### src/rtl/wb_arbiter.sv
// Two-source writeback arbiter: ALU path (A) and load-return path (B) share one
// register-file write port, alternating on conflict, with a pending-write scoreboard.
module wb_arbiter (
  input  logic       clock,
  input  logic       reset,
  input  logic       a_valid,
  input  logic [1:0] a_rd,
  input  logic [7:0] a_data,
  output logic       a_ready,
  input  logic       b_valid,
  input  logic [1:0] b_rd,
  input  logic [7:0] b_data,
  output logic       b_ready,
  input  logic       issue_valid,
  input  logic [1:0] issue_rd,
  input  logic [1:0] query_rd,
  output logic       query_busy,
  output logic       wr_en,
  output logic [1:0] wr_rd,
  output logic [7:0] wr_data,
  output logic       err
);

  logic       last_grant_reg;
  logic       grant_lg;
  logic       xfer_a;
  logic       xfer_b;
  logic       xfer;
  logic [1:0] xfer_rd;
  logic [7:0] xfer_data;
  logic       wr_en_reg;
  logic [1:0] wr_rd_reg;
  logic [7:0] wr_data_reg;
  logic       err_reg;
  logic [3:0] fault;
  logic [3:0][1:0] counts;

  // While reset is held the arbiter already behaves as if B was granted last.
  assign grant_lg  = reset | last_grant_reg;
  assign a_ready   = a_valid && (!b_valid || grant_lg);
  assign b_ready   = b_valid && (!a_valid || !grant_lg);
  assign xfer_a    = a_valid && a_ready;
  assign xfer_b    = b_valid && b_ready;
  assign xfer      = xfer_a || xfer_b;
  assign xfer_rd   = xfer_b ? b_rd : a_rd;
  assign xfer_data = xfer_b ? b_data : a_data;

  generate
    for (genvar gi = 0; gi < 4; gi++) begin : g_sb
      logic       inc;
      logic       dec;
      logic [1:0] cnt_reg;
      logic [1:0] cnt_next;
      logic       fault_next;

      assign inc = issue_valid && (issue_rd == 2'(gi));
      assign dec = xfer && (xfer_rd == 2'(gi));

      // Saturate at both ends; a same-edge issue and retire cancel out.
      always_comb begin
        cnt_next   = cnt_reg;
        fault_next = 1'b0;
        if (inc && !dec) begin
          if (cnt_reg == 2'd3) fault_next = 1'b1;
          else                 cnt_next   = cnt_reg + 2'd1;
        end else if (dec && !inc) begin
          if (cnt_reg == 2'd0) fault_next = 1'b1;
          else                 cnt_next   = cnt_reg - 2'd1;
        end
      end

      always_ff @(posedge clock) begin
        if (reset) cnt_reg <= 2'd0;
        else       cnt_reg <= cnt_next;
      end

      assign counts[gi] = cnt_reg;
      assign fault[gi]  = fault_next;
    end
  endgenerate

  assign query_busy = (counts[query_rd] != 2'd0);

  always_ff @(posedge clock) begin
    if (reset) begin
      wr_en_reg      <= 1'b0;
      wr_rd_reg      <= 2'd0;
      wr_data_reg    <= 8'd0;
      last_grant_reg <= 1'b1;
      err_reg        <= 1'b0;
    end else begin
      wr_en_reg <= xfer;
      if (xfer) begin
        wr_rd_reg      <= xfer_rd;
        wr_data_reg    <= xfer_data;
        last_grant_reg <= xfer_b;
      end
      if (|fault) err_reg <= 1'b1;
    end
  end

  assign wr_en   = wr_en_reg;
  assign wr_rd   = wr_rd_reg;
  assign wr_data = wr_data_reg;
  assign err     = err_reg;

endmodule

### config.mk
export PLATFORM = sky130hd
export DESIGN_NAME = wb_arbiter
export DESIGN_NICKNAME = d
export VERILOG_FILES = /design/src/rtl/wb_arbiter.sv
export SDC_FILE = /design/constraint.sdc
export NUM_CORES = 1
export LEC_CHECK = 0
export CAP_MARGIN = 20
export CORE_MARGIN = 3
export CORE_UTILIZATION = 50
export DETAILED_ROUTE_END_ITERATION = 8
export PLACE_DENSITY = 0.85
export SYNTH_ARGS = -nofsm -noshare
export SYNTH_HDL_FRONTEND = slang
export SYNTH_SLANG_ARGS = --single-unit
### constraint.sdc
create_clock -name clock -period 4.8 [get_ports clock]
set_input_delay 0.96 -clock clock [delete_from_list [all_inputs] [get_ports clock]]
set_output_delay 0.96 -clock clock [all_outputs]
set_load 0.02 [all_outputs]
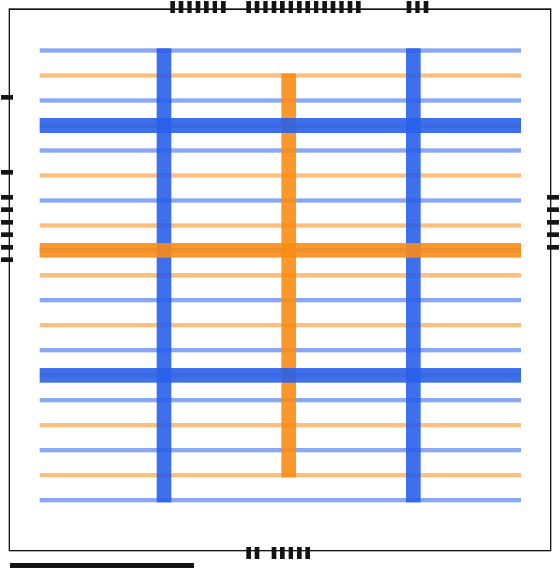
*Floorplan with the power grid*
Bar = 20 um. Pins as bars on the die edge.
blue -> VSS
orange -> VDD
met4 straps = 3
signal pins = 44
rows = 18
width of the die: 58.8 um
Core Region: 2570 um^2
die boundary height: 58.8 um
maximum resistive drop on vdd: 0.000246 V

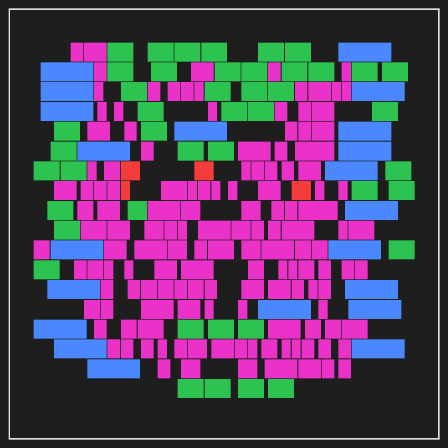
*Cell classes on the final placement*
red -> clock drivers and dummy loads  # cells 4
green -> other buffers and delay cells  # cells 44
blue -> flip-flops  # cells 21
magenta -> all other logic  # cells 140

==> run_summary.xml <==
<?xml version="1.0" encoding="UTF-8"?>
<metrics>
  <group name="timing">
    <metric name="fin_setup_tns" unit="ns">0</metric>
    <metric name="rsz0062_at_grt" unit="">false</metric>
    <metric name="fin_hold_ws" unit="ns">0.517</metric>
    <metric name="relSlewSlack" unit="%">42.1</metric>
    <metric name="finClkSkew" unit="ns">0.00386</metric>
    <metric name="hold_viol" unit="">0</metric>
    <metric name="layout_setup_ws" unit="ns">0.875</metric>
    <metric name="report.final.slew_viol_count" unit="">0</metric>
    <metric name="worstMarginPinSlew" unit="ns">0.868</metric>
    <metric name="timing.final.crit_share" unit="%">81.8</metric>
  </group>
  <group name="layout">
    <metric name="final.signal_buffer_count" unit="">44</metric>
    <metric name="areaGrowthSynthToFinish" unit="%">30.6</metric>
    <metric name="fin_cells" unit="">239</metric>
    <metric name="n_all_inverters" unit="">7</metric>
    <metric name="final.clkbuf_count" unit="">4</metric>
    <metric name="n_antenna_cell" unit="">0</metric>
    <metric name="layout_top_cells" unit="">sky130_fd_sc_hd__clkdlybuf4s50_1 (43), sky130_fd_sc_hd__o21ai_0 (21), sky130_fd_sc_hd__dfxtp_1 (21)</metric>
    <metric name="layout-drive-gt1-share" unit="%">6.70</metric>
    <metric name="buf_share" unit="%">24.0</metric>
    <metric name="final_core_utilization" unit="%">71.0</metric>
    <metric name="nFillCells" unit="">223</metric>
  </group>
  <group name="cts">
    <metric name="cts_h_tree_depth" unit="">1</metric>
    <metric name="ctsRootBufferMaster" unit="">sky130_fd_sc_hd__clkbuf_4</metric>
    <metric name="clock_slew_at_reported_path_ffs" unit="ns">0.11</metric>
    <metric name="cts_stage_hold_buffer_count" unit="">0</metric>
    <metric name="tritoncts" unit="">built</metric>
  </group>
  <group name="worst_hold_path">
    <metric name="worstHoldStart" unit="">wr_rd[0]</metric>
    <metric name="holdCritPathClass" unit="">flop to flop</metric>
  </group>
  <group name="grt">
    <metric name="largest_net_degree_at_the_start_of_global_routing" unit="">30</metric>
    <metric name="use_met2" unit="%">38.8</metric>
    <metric name="globalRoute.totalOverflow" unit="">0</metric>
  </group>
  <group name="placed_design">
    <metric name="finalWeightedCongestion" unit="">0.807</metric>
    <metric name="place.detailed.instances" unit="">235</metric>
    <metric name="dp_slack" unit="ns">0.905</metric>
  </group>
  <group name="power">
    <metric name="power.sequential.fraction" unit="%">48.5</metric>
    <metric name="power.static_leakage" unit="nW">0.689</metric>
    <metric name="power_density" unit="nW/um^2">216</metric>
  </group>
  <group name="drt">
    <metric name="drt_iter0_drc" unit="">39</metric>
    <metric name="routed-wl-met2" unit="mm">1.87</metric>
    <metric name="ant_nets" unit="">0</metric>
    <metric name="routed_wirelength" unit="mm">3.61</metric>
  </group>
  <group name="yosys">
    <metric name="synth.cellmix.compoundShare" unit="%">29.4</metric>
    <metric name="floorplan.nets" unit="">208</metric>
    <metric name="netlist-cell-type-count" unit="">40</metric>
    <metric name="synth.ff_latch_count" unit="">21</metric>
    <metric name="ys_seq_share" unit="%">30.1</metric>
    <metric name="synth.area.mux_share" unit="%">2.87</metric>
    <metric name="post_synth_and_or_nand_nor_area_fraction" unit="%">23.1</metric>
    <metric name="synth-cells-yosys" unit="">171</metric>
    <metric name="ys_area" unit="um^2">1400</metric>
    <metric name="synth_warnings" unit="">0</metric>
  </group>
  <group name="critical_path">
    <metric name="worst_flop_to_flop_path_endpoint" unit="">err</metric>
    <metric name="timing.critical_path.slowest_stage_cell" unit="">sky130_fd_sc_hd__clkdlybuf4s50_1</metric>
    <metric name="crit_top_cell" unit="">sky130_fd_sc_hd__clkdlybuf4s50_1</metric>
    <metric name="crit_chain" unit="">clkdlybuf4s50_1, inv_2, o31a_1, clkdlybuf4s50_1</metric>
    <metric name="timing.critical_path.to_type" unit="">output pin</metric>
    <metric name="regToRegStartpoint" unit="">last_grant_reg</metric>
    <metric name="critPathCapture" unit="">a_ready</metric>
  </group>
  <group name="status">
    <metric name="status" unit="">finished, final reports clean</metric>
  </group>
  <group name="die">
    <metric name="floorplan.rows" unit="">18</metric>
    <metric name="die_area" unit="um^2">3460</metric>
  </group>
  <group name="flow_run">
    <metric name="openroad.warnings" unit="">30</metric>
  </group>
</metrics>
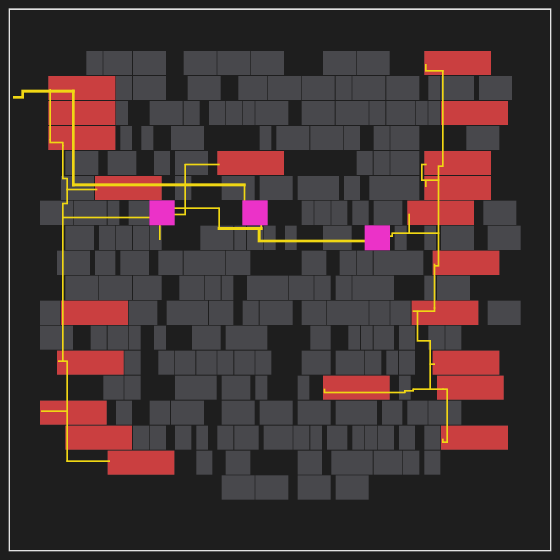
*Clock distribution*
red -> flip-flops  # count 21
yellow -> clock wires  # length 223 um
magenta -> cells driving clock nets  # count 3
routed clock nets = 4
fraction of power consumed by the clock network: 20.8%
Latency at later pin: 0.30 ns
Clock net power: 81.7 uW

Power and IR drop assume default switching activity.
